## config.mk

```make
export PLATFORM = sky130hd
export DESIGN_NAME = if_stage_flat
export DESIGN_NICKNAME = d
export VERILOG_FILES = /design/src/rtl/if_stage_if.sv /design/src/rtl/if_stage.sv /design/src/flat_wrapper.sv
export SDC_FILE = /design/constraint.sdc
export NUM_CORES = 1
export LEC_CHECK = 0
export ABC_AREA = 0
export CORE_MARGIN = 1
export CORE_UTILIZATION = 45
export CTS_CLUSTER_DIAMETER = 150
export DETAILED_ROUTE_END_ITERATION = 6
export PLACE_DENSITY_LB_ADDON = 0.15
export SLEW_MARGIN = 40
export SYNTH_ARGS = -nofsm -noshare
export SYNTH_HDL_FRONTEND = slang
export SYNTH_SLANG_ARGS = --single-unit
```

## constraint.sdc

```tcl
create_clock -name clk -period 2.52 [get_ports clk]
set_clock_uncertainty 0.15 [all_clocks]
set_input_delay 0.252 -clock clk [delete_from_list [all_inputs] [get_ports clk]]
set_output_delay 0.252 -clock clk [all_outputs]
set_load 0.01 [all_outputs]
```

## src/rtl/if_stage_if.sv

```systemverilog
// Fetch-stage bus: pipeline control inputs, instruction-memory port and the IF/ID register outputs.
// The master side is the fetch stage itself; the slave side is its environment (decode, imem, later stages).
interface if_stage_if;
  logic        stall;
  logic        flush;
  logic        redirect;
  logic [31:0] redirect_pc;
  logic [31:0] iaddr;
  logic [31:0] idata;
  logic [31:0] id_inst;
  logic [31:0] id_pc;
  logic [31:0] id_pc4;
  logic        id_valid;
  logic        misalign_err;

  modport master (
    input  stall, flush, redirect, redirect_pc, idata,
    output iaddr, id_inst, id_pc, id_pc4, id_valid, misalign_err
  );

  modport slave (
    output stall, flush, redirect, redirect_pc, idata,
    input  iaddr, id_inst, id_pc, id_pc4, id_valid, misalign_err
  );
endinterface

```

## src/rtl/if_stage.sv

```systemverilog
// Instruction-fetch stage: PC register plus IF/ID pipeline register with redirect/flush/stall control.
// Define IF_ALIGN_CHECK_EN to trap misaligned redirect targets instead of silently aligning them.
module if_stage #(
  parameter logic [31:0] RESET_PC = 32'h0000_0000
) (
  input logic        clk,
  input logic        rst,
  if_stage_if.master bus
);

  typedef struct packed {
    logic [31:0] inst;
    logic [31:0] pc;
    logic [31:0] pc4;
    logic        valid;
  } ifid_t;

  localparam ifid_t BUBBLE = '0;

  logic [31:0] pc_q, pc_d, pc_plus4, target_pc;
  logic [31:0] pc_base;
  ifid_t       ifid_q, ifid_d, ifid_base, fetched;

  assign pc_plus4  = pc_q + 32'd4;
  assign target_pc = {bus.redirect_pc[31:2], 2'b00};
  assign fetched   = '{inst: bus.idata, pc: pc_q, pc4: pc_plus4, valid: 1'b1};

  // Priority among pipeline events: redirect > flush > stall > advance.
  // NOTE: every output of an always_comb gets a default first so no path leaves it unassigned (no latch).
  always_comb begin
    pc_base   = pc_plus4;
    ifid_base = fetched;
    if (bus.redirect) begin
      pc_base   = target_pc;
      ifid_base = BUBBLE;
    end else if (bus.flush) begin
      ifid_base = BUBBLE;
      if (bus.stall) pc_base = pc_q;
    end else if (bus.stall) begin
      pc_base   = pc_q;
      ifid_base = ifid_q;
    end
  end

`ifdef IF_ALIGN_CHECK_EN
  typedef enum logic {ST_RUN, ST_LOCKED} state_t;

  state_t state_q, state_d;
  logic   target_misaligned;

  assign target_misaligned = (bus.redirect_pc[1:0] != 2'b00);

  // Once a bad target is seen the stage freezes its PC and emits bubbles until reset.
  always_comb begin
    state_d = state_q;
    pc_d    = pc_base;
    ifid_d  = ifid_base;
    case (state_q)
      ST_LOCKED: begin
        pc_d   = pc_q;
        ifid_d = BUBBLE;
      end
      default: begin
        if (bus.redirect && target_misaligned) begin
          state_d = ST_LOCKED;
          pc_d    = pc_q;
          ifid_d  = BUBBLE;
        end
      end
    endcase
  end

  always_ff @(posedge clk) begin
    if (rst) state_q <= ST_RUN;
    else     state_q <= state_d;
  end

  assign bus.misalign_err = (state_q == ST_LOCKED);
`else
  logic align_unused;

  assign align_unused     = ^bus.redirect_pc[1:0];
  assign pc_d             = pc_base;
  assign ifid_d           = ifid_base;
  assign bus.misalign_err = 1'b0;
`endif

  // NOTE: state registers use non-blocking assignments so every flop samples pre-edge values.
  always_ff @(posedge clk) begin
    if (rst) begin
      pc_q   <= RESET_PC;
      ifid_q <= BUBBLE;
    end else begin
      pc_q   <= pc_d;
      ifid_q <= ifid_d;
    end
  end

  assign bus.iaddr    = pc_q;
  assign bus.id_inst  = ifid_q.inst;
  assign bus.id_pc    = ifid_q.pc;
  assign bus.id_pc4   = ifid_q.pc4;
  assign bus.id_valid = ifid_q.valid;

endmodule

```

## src/flat_wrapper.sv

```systemverilog
// flat-port wrapper written by rule: the top's interface ports become plain ports
module if_stage_flat 
#(
  parameter logic [31:0] RESET_PC = 32'h0000_0000
)
  (clk, rst, bus_stall, bus_flush, bus_redirect, bus_redirect_pc, bus_idata, bus_iaddr, bus_id_inst, bus_id_pc, bus_id_pc4, bus_id_valid, bus_misalign_err);
  if_stage_if bus_i ();
  input logic clk;
  input logic rst;
  input wire logic [$bits(bus_i.stall)-1:0] bus_stall;
  input wire logic [$bits(bus_i.flush)-1:0] bus_flush;
  input wire logic [$bits(bus_i.redirect)-1:0] bus_redirect;
  input wire logic [$bits(bus_i.redirect_pc)-1:0] bus_redirect_pc;
  input wire logic [$bits(bus_i.idata)-1:0] bus_idata;
  output wire logic [$bits(bus_i.iaddr)-1:0] bus_iaddr;
  output wire logic [$bits(bus_i.id_inst)-1:0] bus_id_inst;
  output wire logic [$bits(bus_i.id_pc)-1:0] bus_id_pc;
  output wire logic [$bits(bus_i.id_pc4)-1:0] bus_id_pc4;
  output wire logic [$bits(bus_i.id_valid)-1:0] bus_id_valid;
  output wire logic [$bits(bus_i.misalign_err)-1:0] bus_misalign_err;
  assign bus_i.stall = bus_stall;
  assign bus_i.flush = bus_flush;
  assign bus_i.redirect = bus_redirect;
  assign bus_i.redirect_pc = bus_redirect_pc;
  assign bus_i.idata = bus_idata;
  assign bus_iaddr = bus_i.iaddr;
  assign bus_id_inst = bus_i.id_inst;
  assign bus_id_pc = bus_i.id_pc;
  assign bus_id_pc4 = bus_i.id_pc4;
  assign bus_id_valid = bus_i.id_valid;
  assign bus_misalign_err = bus_i.misalign_err;
  if_stage #(.RESET_PC(RESET_PC)) u_core (.clk(clk), .rst(rst), .bus(bus_i));
endmodule
```

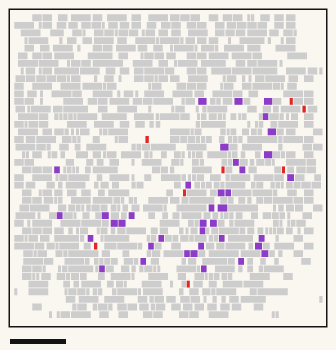
*Logic cells by family, run 1*
Scale bar: 20 µm.
Red is inverters, cells 8, most used inv_1. Purple is AND and OR gates, cells 38, most used or3_1.
Commonest Layout Cell: clkdlybuf4s50_1
fraction of area in multi-input gates: 0.332
count of non-filler cells in the finished layout: 988

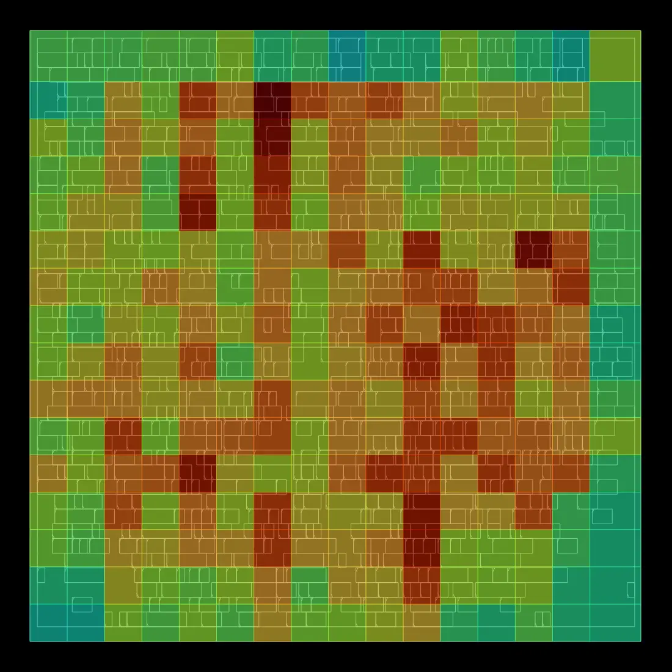
*Routing congestion map, run 1*
met2 capacity usage during global routing: 0.449
Wirelength per Cell: 17.2 µm
total global routing track utilization: 0.270
share of the core filled with cells in the final layout: 0.699

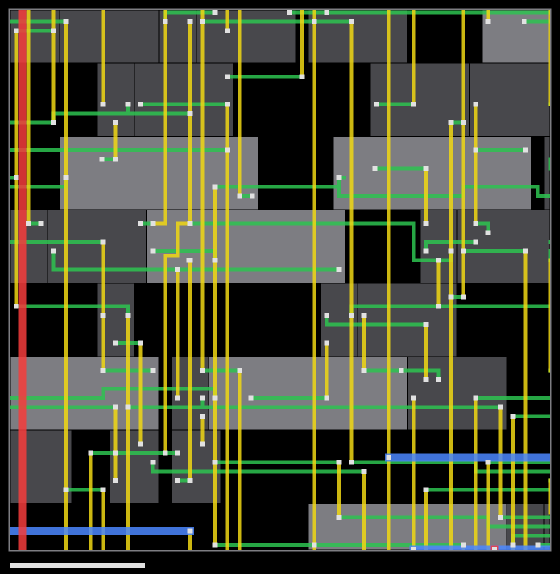
*Zoomed window, run 1*
Scale bar: 5 µm. Region (46, 69) to (66, 89) µm. Cells in grey, sequential cells in the stronger grey; small squares are vias.
Yellow is met2. Blue is met3. Green is met1. Red is met4.
Netlist names of flops here include `u_core.bus.id_pc` (5), `u_core.bus.iaddr` (1). 27 logic cells have their middle in the window. Sequential cells in the window: 6. Most frequent: clkdlybuf4s50_1 (8), dfxtp_1 (6).

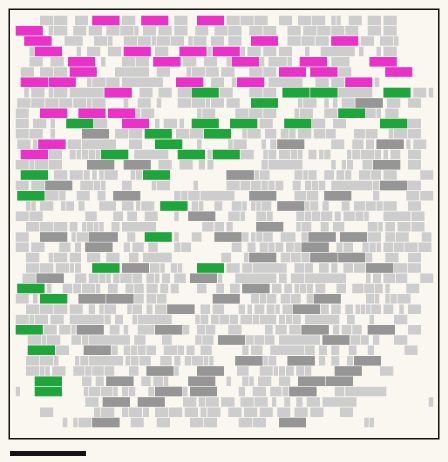
*Register map, names as in the netlist, run 1*
Scale bar: 20 µm.
Magenta is `u_core.bus.id_inst`, flops 32, where a band across the top. Green is `u_core.bus.id_pc`, flops 30.
Another 61 sequential cells are not coloured.
register area: 0.00246 mm²
sequential share of cell area: 0.294

[run 1: Yosys cell counts, drive strengths merged, types with 9 or more instances]
| cell | n |
|---|---|
| dfxtp | 123 |
| nand4 | 16 |
| xnor2 | 20 |
| buf | 22 |
| nand2 | 30 |
| or4 | 9 |
| nand3 | 10 |
| a21oi | 24 |
| o21ai | 40 |
| clkbuf | 48 |
| a211oi | 15 |
| nor3 | 19 |
| a311oi | 16 |
| nor2 | 97 |
| nor4 | 13 |
| mux2i | 58 |
| or3 | 17 |
[run 1: kinds of logic (layout without fill, tap and decap cells)]
kind of cell,Yosys count,in the layout
AOI/OAI and AO/OA,123,123
DFF,123,123
adders and majority gates,1,1
buffers and inverters,78,272
and+or+nand+nor,237,237
xor gates and xnor gates,20,20
muxes,58,58
other,1,7
[run 1: cells in the final DEF, fill, tap and decap left out, drive strengths merged, types with 16 or more instances in the layout]
master and instances:
clkdlybuf4s50 188, dfxtp 123, nor2 97, mux2i 58, buf 44, o21ai 40
nand2 30, a21oi 24, xnor2 20, clkbuf 20, nor3 19, or3 17
a311oi 16, nand4 16
[run 1: metrics by stage]
step,area (µm²),hold WS [ns]
2_1_floorplan,5560,0.246
3_3_place_gp,7680,0.291
3_5_place_dp,7680,0.298
4_1_cts,8390,0.115
5_1_grt,8390,0.152
6_report,8390,0.146
[run 1: what timing repair did]
item | in CTS | in global routing
endpoints found under the hold margin | 0 | 0
resized | 0 | 3
setup endpoints to repair | 0 | 3
[run 1: flip-flops by register name, indices dropped and copies added (netlist names)]
signal / cells
u_core.bus.id_pc4: 30
u_core.bus.iaddr: 30
u_core.bus.id_valid: 1
u_core.bus.id_pc: 30
u_core.bus.id_inst: 32
[run 1: cell type report]
| class | instances | area (µm²) | share of cell area |
|---|---|---|---|
| multi-input cells | 446 | 2780 | 0.332 |
| clock buffers | 20 | 467 | 0.0556 |
| clock inverters | 12 | 240 | 0.0286 |
| inverters | 8 | 30.0 | 0.00358 |
| flip-flops and latches | 123 | 2460 | 0.294 |
| repair buffers | 232 | 2220 | 0.265 |
| well taps | 147 | 184 | 0.0219 |
[run 1: report_power, final]
part | switching [µW] | leakage, µW | internal [µW] | total [µW]
logic | 303 | 0.00174 | 333 | 636
registers | 63.4 | 0.00100 | 2010 | 2070
clock network | 863 | 0.000342 | 2030 | 2890
total | 1230 | 0.00308 | 4370 | 5600
[run 1: worst reg2reg max path: cells and delay by family, from the launching register on]
kind	cells	cell delay, ns
simple gates	2	0.38
fa+ha+maj	1	0.24
buf+inv	2	0.46
compound gates	2	0.61
flops	1	0.41
[run 1: routing by layer]
layer | GRT usage | routed length, µm | vias up
li1 | - | - | 2663
met1 | 0.326 | 7160 | 2642
met2 | 0.449 | 8300 | 220
met3 | 0.0755 | 1210 | 33
met4 | 0.118 | 347 | 0
met5 | 0 | 0 | -
[run 1: path summary, 6_finish.rpt]
kind / startpoint / to / depth (start not counted)
setup reg to reg: u_core.bus.iaddr[3] / u_core.bus.iaddr[22] / 7
hold / removal: bus_stall / u_core.bus.iaddr[25] / 4
hold reg to reg: u_core.bus.id_valid / u_core.bus.id_valid / 1
setup / recovery: u_core.bus.iaddr[3] / u_core.bus.iaddr[22] / 7
==> run notes, run 1 <==
The synthesized design contains 0 enable-type register cells. The and-or/or-and share of the synthesized area was 0.143. The floorplan has 40 rows. The area share of the largest cell type after synthesis is 0.445.

In this run the register-to-register setup slack is 0.12 ns. The number of cells reported by Yosys stat comes to 641. In the routed layout, each cell is associated on average with a via count of 5.63.

For the worst slew slack as a fraction of its limit, the log shows 0.546. Fraction of final layout cells sized beyond drive strength 1: 0.0999. The critical path goes through ha_1 > nand3_1 > buf_4 > nor4_4 > buf_4 > a211oi_1 > a2111oi_1. Per the OpenROAD floorplan log, the height of the die is 113 µm. The logs give 641 for the cell count after synthesis and 0.00554 mm² for the post-synthesis chip area from yosys. In the post-route analysis, the smallest setup slack over all paths is 0.124 ns. The largest fanout of any net on the critical path works out to 20. The run gives 5383 for the number of global-route vias before repair. In this run the maximum-capacitance check reported violations numbering 0. Prevailing post-synth register cell: dfxtp_1. The number of buffers and inverters on the critical path is 2. With the number of distinct standard cells referenced by the synthesized netlist at 44, the largest net degree at the start of global routing is 71.

The repair_antennas step left the layout with diodes totalling 0. The net count of the finished layout is 898. The warning tally printed by Yosys for this design is 0.

The first-pass detailed-route iteration total is 4, and the total count of max-transition violations in the final report is 0. For this design, the CTS-stage hold fixing added 0 buffers. The pin closest to its max-slew limit shows a slew of 0.675 ns. For reference, the clock transition at the flip-flops on the worst setup and hold paths is 0.05 ns.

The aggregate routed wire length is 17.0 mm. The worst setup path is of the register to register kind. Async set-or-reset flop fraction in the synthesized netlist: 0. Counting along the longest clock path gives a buffer depth of 2.

The number of clock buffers added by TritonCTS is 17. Summing over the stages, the warning tally comes to 28. The logs give 0 for the DRC violations left and 0 for the number of setup buffers added after CTS. The script extracted a total leakage power of 0.00308 µW.

The critical path's top delay family is AND-OR/OR-AND gates. Once synthesis finished, the tally of register bits stood at 123. By instance count, the cell type seen most on the critical path is buf_4.

The maximum ir drop on the vdd rail was 463 µV. Ratio of final minimum period to clock period: 0.951. The run gives 0.461 for the starting density of the core. The average size of a mapped cell works out to 8.64 µm². The xor and xnor fraction of the mapped netlist area is 0.0316, and the overall overflow remaining after global route is 0. The run finished with clean final reports. In this run the number of H-tree levels came out at 4. The tools report the type of element capturing the critical path as a register. Among all stages on the critical path, the largest delay is contributed by a2111oi_1.

Prior to clock tree synthesis, the placed netlist has a worst setup slack of 0.208 ns. The tools report the filler cell count in the final layout as 966. The run gives 0.850 as the global placement routability congestion. According to the floorplan report, the total die area is 0.0128 mm².
### Routed metal, one colour a layer, run 1

Scale bar: 20 µm.
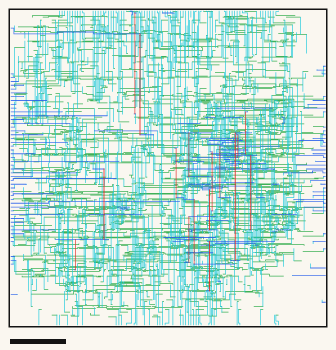

==> inputs of run 2 (changes only) <==
--- a/config.mk
+++ b/config.mk
@@ -8,4 +8,6 @@
 export ABC_AREA = 0
+export CELL_PAD_IN_SITES_DETAIL_PLACEMENT = 1
+export CELL_PAD_IN_SITES_GLOBAL_PLACEMENT = 2
 export CORE_MARGIN = 1
-export CORE_UTILIZATION = 45
+export CORE_UTILIZATION = 25
 export CTS_CLUSTER_DIAMETER = 150
--- a/constraint.sdc
+++ b/constraint.sdc
@@ -4,2 +4,2 @@
 set_output_delay 0.252 -clock clk [all_outputs]
-set_load 0.01 [all_outputs]
+set_load 0.1 [all_outputs]
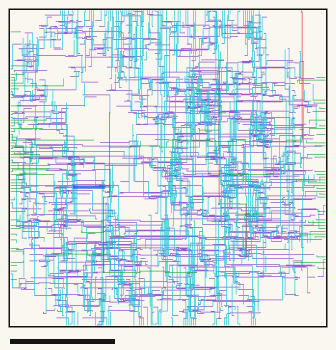
*Routed metal, one colour a layer, run 2*
Scale bar: 50 µm.
Red is met4, wire length 232 µm. Blue is met5, wire length 13.8 µm. Purple is met1, wire length 9050 µm. Green is met3, wire length 976 µm. Cyan is met2, wire length 9680 µm.
number of vias after detailed routing: 5438
Wirelength per Cell: 18.0 µm
post-detailed-routing wire length: 19.9 mm
total global routing track utilization: 0.177

==> run 2 against run 1 <==
Combinational power up about 60%. Sequential share of layout area up 1.5 points. Highest routed layer is now met5. Routed wire length is 17% higher. Synthesized cell count unchanged. Cell area down 3.0%. Synthesized area did not move. Hold slack worse by 0.056 ns. Die size is 78% higher. Sequential power up 2%. Register-to-register slack improved by 0.04 ns.
==> run notes, run 2 <==
The flow ran to the end, and the final reports show no timing, DRC or antenna violations. Prevailing logic family in the synthesized netlist: simple AND/OR/NAND/NOR gates. The run gives 0.254 as the starting density of the core.

Per the cell usage report, the commonest logic cells after layout are buf_4, dfxtp_1, nor2_1, clkdlybuf4s50_1, mux2i_1. RePlAce ended its routability-driven mode at a weighted congestion of 0.749. Number of placed I/O pins: 199.

Synthesis produced a netlist whose cell count is 641. After floorplanning, the die was sized to cover 0.0227 mm². The netlist area before placement is 0.00554 mm². In this run the core area contains 54 standard-cell rows. The run gives 0.00814 mm² as the area of all placed cells without fillers. Ratio of final minimum period to clock period: 0.935. Of all nets on the critical path, the largest fanout is 7. The report counts max-capacitance violations totalling 0. With the xor and xnor fraction of the mapped netlist area at 0.0316, the async set-or-reset flop fraction in the synthesized netlist is 0.

Before antenna repair, the detailed router went through 4 iterations. For this design the static power due to leakage is 0.00322 µW. The area share of the largest cell type after synthesis was 0.445; the count of antenna-violating nets left after detailed routing was 0. The transition time recorded at the tightest slew-check pin is 0.778 ns. Die boundary height: 151 µm. In the final layout, flip-flops and latches occupy 0.00251 mm². The run gives 17 for the number of clock buffers inserted by TritonCTS.

The run gives 0.00226 for the adder-cell share of the synthesized area. The largest buffer count on any clock path was 2. By instance count after routing, the leading logic cell type is buf_4. The number of buffers and inverters on the critical path is 0. The critical path's top delay family is simple AND/OR/NAND/NOR gates. The post-synth tally of flip-flops with integrated enable came out at 0.

Looking at the worst setup and hold paths, the clock pins of their registers show a slew of 0.06 ns. The design draws 5780 µW. Entering global routing, the biggest net connects 105 pins. In the Yosys report the total cell count is 641. The register with the most flip-flops in the layout has 32 of them.

In this run the number of H-tree levels came out at 4. For the number of setup buffers added after CTS, the log shows 0. The post-placement cell area is 0.00750 mm². For the filler cell count in the final layout, the log shows 2536.

The worst setup path category is register to register. The tools report the type of element capturing the critical path as a register. The script logs the ratio of routed vias to standard cells as 4.91.

The maximum ir drop on the vdd rail came out at 438 µV. For the DRC violations left, the log shows 0. Per the CTS log, the root buffer master is clkbuf_16. The multi-input combinational cells in the finished layout cover a total of 0.00278 mm². Summed over all layers, the global routing overflow is 0. The number of cells upsized or downsized after cts was 0; the worst slew slack as a fraction of its limit was 0.477. The average size of a mapped cell works out to 8.64 µm². Looking at the gate-level netlist, the highest instance count belongs to dfxtp_1.

Ranked by total cell area, the synthesized netlist is headed by dfxtp_1, mux2i_1, nor2_1. The tightest min-delay check is of the input port to register type. Hold repair after CTS inserted 0 buffers. Traced cell by cell, the critical path runs through ha_1 > nand3_1 > or4_1 > or3_1 > a31oi_1. The tools report the number of global-route vias before repair as 5473. With the count of warnings emitted by yosys at 0, the number of antenna cells inserted is 0. With the number of antenna violations at the first check in global routing at 1, the relative area change from synthesis to final layout is 47.0%.

Counting pins that exceed their max-slew limit in the final report gives 0. The and-or/or-and share of the synthesized area works out to 0.143. The slowest stage of the critical path belongs to the cell or4_1. After synthesis, the most frequently instantiated cells are dfxtp_1, nor2_1, mux2i_1, clkbuf_1, o21ai_0. The count of buffers inserted at the top-level ports works out to 189. For this run, the leading register cell type out of synthesis is dfxtp_1.

Simple-gate portion of the synthesized area: 0.214. The tools report the endpoint required time on the critical path as 2.72 ns. According to the Yosys statistics, the synthesized design has a chip area of 0.00554 mm².

In this run, distinct cell masters in the synthesized netlist total 44. STA classifies the critical path startpoint as a register. The fraction of final layout cells sized beyond drive strength 1 was 0.262; the number of nets in the layout was 885.

Across all stage logs, warnings added up to 31. Flop and latch count out of synthesis: 123.
-- run 2: cell counts after synthesis --
Identical to the previous run, type by type.
-- run 2: layer usage --
layer	part of all wire	track usage	vias to the layer above
met5	0.00065	0	-
met4	0.012	0.0545	2
met3	0.049	0.0452	16
met2	0.49	0.301	120
met1	0.45	0.218	2669
li1	-	-	2631
-- run 2: worst register-to-register path, cell delays in order (launching register included) --
cell	delay, ns
dfxtp_2	0.38
ha_1	0.22
nand3_1	0.21
or4_1	0.76
or3_1	0.41
a31oi_1	0.16
-- run 2: cell families (layout without fill, tap and decap cells) --
family	Yosys count	in the layout
and+or+nand+nor	237	237
AOI/OAI and AO/OA	123	123
DFF	123	123
buffers and inverters	78	259
muxes	58	58
xor gates and xnor gates	20	20
adders and majority gates	1	1
other	1	7
-- run 2: final timing paths --
| kind | from | end | slack (ns) | cells after the start |
|---|---|---|---|---|
| min | bus_stall | u_core.bus.id_pc[6] | 0.09 | 3 |
| max reg2reg | u_core.bus.iaddr[2] | u_core.bus.id_pc4[18] | 0.16 | 5 |
| min reg2reg | u_core.bus.id_valid | u_core.bus.id_valid | 0.30 | 1 |
| max | u_core.bus.iaddr[2] | u_core.bus.id_pc4[18] | 0.16 | 5 |
-- run 2: where the power goes --
| part | internal (µW) | switching [µW] | total, µW |
|---|---|---|---|
| clock | 1680 | 971 | 2650 |
| combinational | 294 | 724 | 1020 |
| sequential | 2010 | 96.5 | 2110 |
-- run 2: final cells by class --
cell class | instances | share of cell area
Multi-Input combinational cell | 446 | 0.342
Sequential cell | 123 | 0.308
Timing Repair Buffer | 219 | 0.225
Clock buffer | 21 | 0.0592
Tap cell | 280 | 0.0430
Clock inverter | 11 | 0.0191
Inverter | 8 | 0.00369
-- run 2: stage by stage --
step	setup TNS [ns]	hold WS, ns	utilization	instances	setup slack (ns)
finish	0	0.0903	0.374	1108	0.163
CTS	0	0.0831	0.374	1108	0.144
global route	0	0.113	0.374	1108	0.0276
floorplan	-0.00327	0.239	-	647	-0.00327
global placement	0	0.288	0.345	1076	0.180
detailed placement	0	0.296	0.345	1076	0.168
Power and IR drop assume default switching activity.
